--- config.mk ---
export PLATFORM = sky130hd
export DESIGN_NAME = xbus_arbiter
export DESIGN_NICKNAME = d
export VERILOG_FILES = /design/src/rtl/xbus_arbiter.sv
export SDC_FILE = /design/constraint.sdc
export NUM_CORES = 1
export LEC_CHECK = 0
export CAP_MARGIN = 20
export CORE_MARGIN = 10
export CORE_UTILIZATION = 40
export DETAILED_ROUTE_END_ITERATION = 8
export PLACE_DENSITY = 0.8
export SLEW_MARGIN = 15
export SYNTH_ARGS = -nofsm -noshare
export SYNTH_HDL_FRONTEND = slang
export SYNTH_SLANG_ARGS = --single-unit
--- constraint.sdc ---
create_clock -name clk -period 2.3 [get_ports clk]
set_input_delay 0.46 -clock clk [delete_from_list [all_inputs] [get_ports clk]]
set_output_delay 0.46 -clock clk [all_outputs]
set_load 0.01 [all_outputs]
--- src/rtl/xbus_arbiter.sv ---
// xbus_arbiter
//   Shares the decoded data bus between two masters: m0 (controller core) and
//   m1 (host/debug/DMA port). Round-robin arbitration with an m0 lock for
//   atomic read-modify-write sequences. Each grant issues one single-cycle
//   bus_sel transfer, waits RD_LAT cycles for read data on reads, then pulses
//   the owner's ack for one cycle.
//
// Ports
//   clk, rst                     clock, synchronous active-high reset
//   m0_req/lock/addr/we/wdata    m0 request side (held stable until m0_ack)
//   m0_ack, m0_rdata             m0 completion pulse and read data
//   m1_req/addr/we/wdata         m1 request side (no lock)
//   m1_ack, m1_rdata             m1 completion pulse and read data
//   bus_sel                      one-cycle transfer strobe to the decoder
//   bus_addr/we/wdata            registered transfer fields
//   bus_rdata                    decoder read mux output
//   owner                        master of current/last transfer (0=m0, 1=m1)
//   busy                         high whenever the FSM is not idle
module xbus_arbiter #(
  parameter int ADDR_W = 32,
  parameter int DATA_W = 32,
  parameter int RD_LAT = 1
) (
  input  logic              clk,
  input  logic              rst,
  input  logic              m0_req,
  input  logic              m0_lock,
  input  logic [ADDR_W-1:0] m0_addr,
  input  logic              m0_we,
  input  logic [DATA_W-1:0] m0_wdata,
  output logic              m0_ack,
  output logic [DATA_W-1:0] m0_rdata,
  input  logic              m1_req,
  input  logic [ADDR_W-1:0] m1_addr,
  input  logic              m1_we,
  input  logic [DATA_W-1:0] m1_wdata,
  output logic              m1_ack,
  output logic [DATA_W-1:0] m1_rdata,
  output logic              bus_sel,
  output logic [ADDR_W-1:0] bus_addr,
  output logic              bus_we,
  output logic [DATA_W-1:0] bus_wdata,
  input  logic [DATA_W-1:0] bus_rdata,
  output logic              owner,
  output logic              busy
);

  typedef enum logic [1:0] {
    IDLE  = 2'd0,
    ISSUE = 2'd1,
    WAIT  = 2'd2,
    DONE  = 2'd3
  } state_t;

  // The wait counter counts down from RD_LAT-1 so WAIT lasts RD_LAT cycles.
  localparam logic [3:0] LAT_LOAD = 4'(RD_LAT - 1);

  state_t     state, state_n;
  logic [3:0] cnt, cnt_n;
  logic       grant;
  logic       grant_m1;
  logic       capture;

  // State register and wait counter.
  always_ff @(posedge clk) begin
    if (rst) begin
      state <= IDLE;
      cnt   <= 4'd0;
    end else begin
      state <= state_n;
      cnt   <= cnt_n;
    end
  end

  // Winner selection: a lone requester wins; with both requesting, a locked
  // m0 that already owns the bus keeps it, otherwise the non-owner wins.
  // Next-state logic follows the IDLE -> ISSUE -> (WAIT) -> DONE loop.
  always_comb begin
    state_n  = state;
    cnt_n    = cnt;
    grant    = 1'b0;
    capture  = 1'b0;
    grant_m1 = m1_req && (!m0_req || (!owner && !m0_lock));
    case (state)
      IDLE: begin
        if (m0_req || m1_req) begin
          grant   = 1'b1;
          state_n = ISSUE;
        end
      end
      ISSUE: begin
        if (bus_we) begin
          state_n = DONE;
        end else begin
          state_n = WAIT;
          cnt_n   = LAT_LOAD;
        end
      end
      WAIT: begin
        if (cnt == 4'd0) begin
          capture = 1'b1;
          state_n = DONE;
        end else begin
          cnt_n = cnt - 4'd1;
        end
      end
      DONE: begin
        state_n = IDLE;
      end
      default: begin
        state_n = IDLE;
      end
    endcase
  end

  // Transfer fields and owner are latched at grant; read data is captured
  // into the owner's register at the edge that ends the last WAIT cycle.
  // owner resets to 1 so m0 wins the first contested arbitration.
  always_ff @(posedge clk) begin
    if (rst) begin
      owner     <= 1'b1;
      bus_addr  <= '0;
      bus_we    <= 1'b0;
      bus_wdata <= '0;
      m0_rdata  <= '0;
      m1_rdata  <= '0;
    end else begin
      if (grant) begin
        owner     <= grant_m1;
        bus_addr  <= grant_m1 ? m1_addr  : m0_addr;
        bus_we    <= grant_m1 ? m1_we    : m0_we;
        bus_wdata <= grant_m1 ? m1_wdata : m0_wdata;
      end
      if (capture) begin
        if (owner) begin
          m1_rdata <= bus_rdata;
        end else begin
          m0_rdata <= bus_rdata;
        end
      end
    end
  end

  // Strobes are pure state decodes, so a reset abandons any transfer at once.
  assign bus_sel = (state == ISSUE);
  assign busy    = (state != IDLE);
  assign m0_ack  = (state == DONE) && !owner;
  assign m1_ack  = (state == DONE) && owner;

endmodule

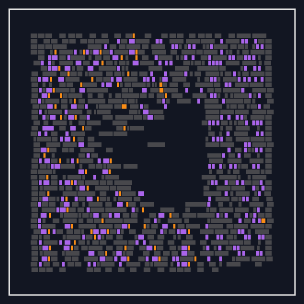
(images/logic_types.png)
Scale: 2 px per micron.
Orange shows nor cells, cells 71. Purple shows aoi and oai cells, cells 271, where all over the die.
multi-input gate share of the layout cell area: 28.6%
most used logic cell in the final layout: clkdlybuf4s50_1

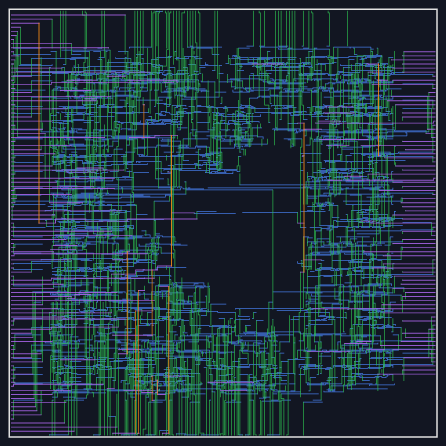
(images/wires.png)
Scale: 3 px per micron.
Orange shows metal 4, wire length 407 microns. Blue shows metal 1, wire length 8840 microns. Purple shows metal 3, wire length 2880 microns. Green shows metal 2, wire length 10900 microns.
wire length per cell: 19.5 microns
gr usage total: 21.5%
routed vias: 6589
DRT Wirelength: 23100 microns

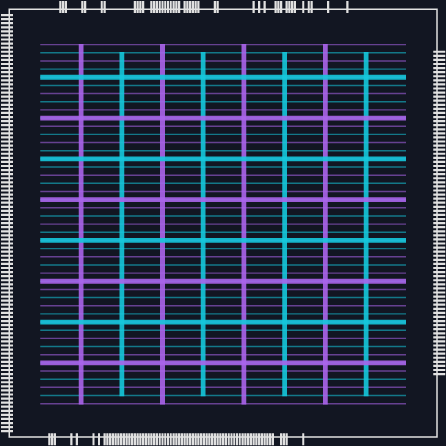
(images/power_grid.png)
Scale: 3 px per micron. Pins as bars on the die edge.
Purple shows VSS. Cyan shows VDD.
8 straps on met5. The core has 44 rows. 8 straps on met4. 301 signal pins sit on the boundary. 45 met1 rails follow the rows.
Die Height: 142 microns
die width: 142 microns
Peak VDD IR: 0.000589 V
core area: 14600 sq um

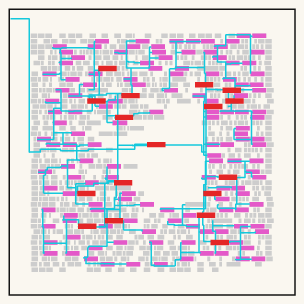
(images/clk_routes.png)
Scale: 2 px per micron.
Magenta shows flip-flops, count 136. Cyan shows clock wires, length 1780 microns. Red shows clock drivers, count 17.
There are 18 routed clock nets.
Clk pwr share: 27.9%
clock network power: 3.01 mW
clk ins delay skew pair: 420 ps
clock skew: 6.22 ps

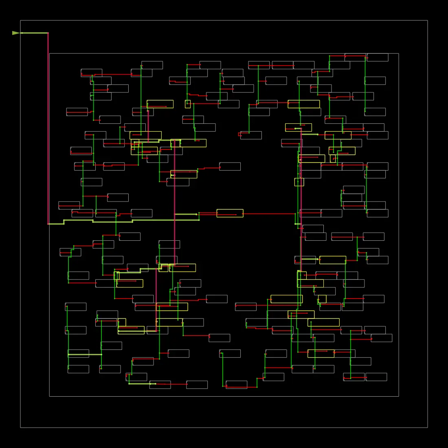
(images/clocks.png)
flop count: 136
CTS Sinks: 136
# clk buffers: 17

==> results.toml <==
# implementation run metrics
[final_layout]
buffers = 324
layout-drive-gt1-share_pct = 6.83
most-common-layout-cells = "clkdlybuf4s50_1 (297), dfxtp_1 (134), nand3_1 (129)"
clock_area_share_pct = 6.64

[clock_network]
postCtsHoldBufs = 0
cts-htree-levels = 4
post_cts_resized = 2
postCtsSetupBuffers = 0

[pwr]
comb_power_mw = 4.47
switchingPower_mw = 3.76
seqPwrFrac_pct = 30.6
p_int_mw = 7.03
powerDensity_nw_per_um2 = 1100
swShare_pct = 34.8

[hold_path]
holdPathEnd = "m0_rdata[18]$_SDFFE_PP0P_"
hold_class = "reg -> reg"

[logic_synthesis]
edf_count = 0
syn_nets = 900
synth.cells.most_frequent = "dfxtp_1 (136), nand3_1 (129), o21ai_0 (112), a21oi_1 (69), nor2_1 (67)"
synth_stat.cells = 727
synth_seq_share_pct = 45.7
ys_sh_simple_pct = 17.1
top_cell = "dfxtp_1"
synthAoiAreaFrac_pct = 27.8
synth_top_area_share_pct = 45.7

[placement]
postPlaceCellArea_sq_um = 9110

[final_timing]
rsz0062_at_grt = "false"
max_freq_mhz = 457
fin_crit_ps = 2190
tightestPinTransition_ps = 824
fin_ws_ps = 113

[grt]
grt_pass1_wl_microns = 34700
grtUsageMet1_pct = 23.8
grt_overflow = 0

[setup_path]
path_max_fanout = 18
reg2reg_slack_ps = 420
r2r_end = "m0_rdata[10]$_SDFFE_PP0P_"
worstSetupStartpoint = "owner$_SDFFE_PP1P_"
crit_family = "flip-flops"
path_class = "reg -> out"
crit_cells = 2
crit_required_ps = 1840
cp.buffers_inverters = 1

[floorplanning]
io_pins = 301
chip_area_sq_um = 20200

[detailed_routing]
drtIter0Drc = 407
wl_met2_microns = 10900

[run]
warning_count = 30

[outcome]
status = "finished, final reports clean"
Power figures rest on the tool's default switching activity, not on a simulated workload.
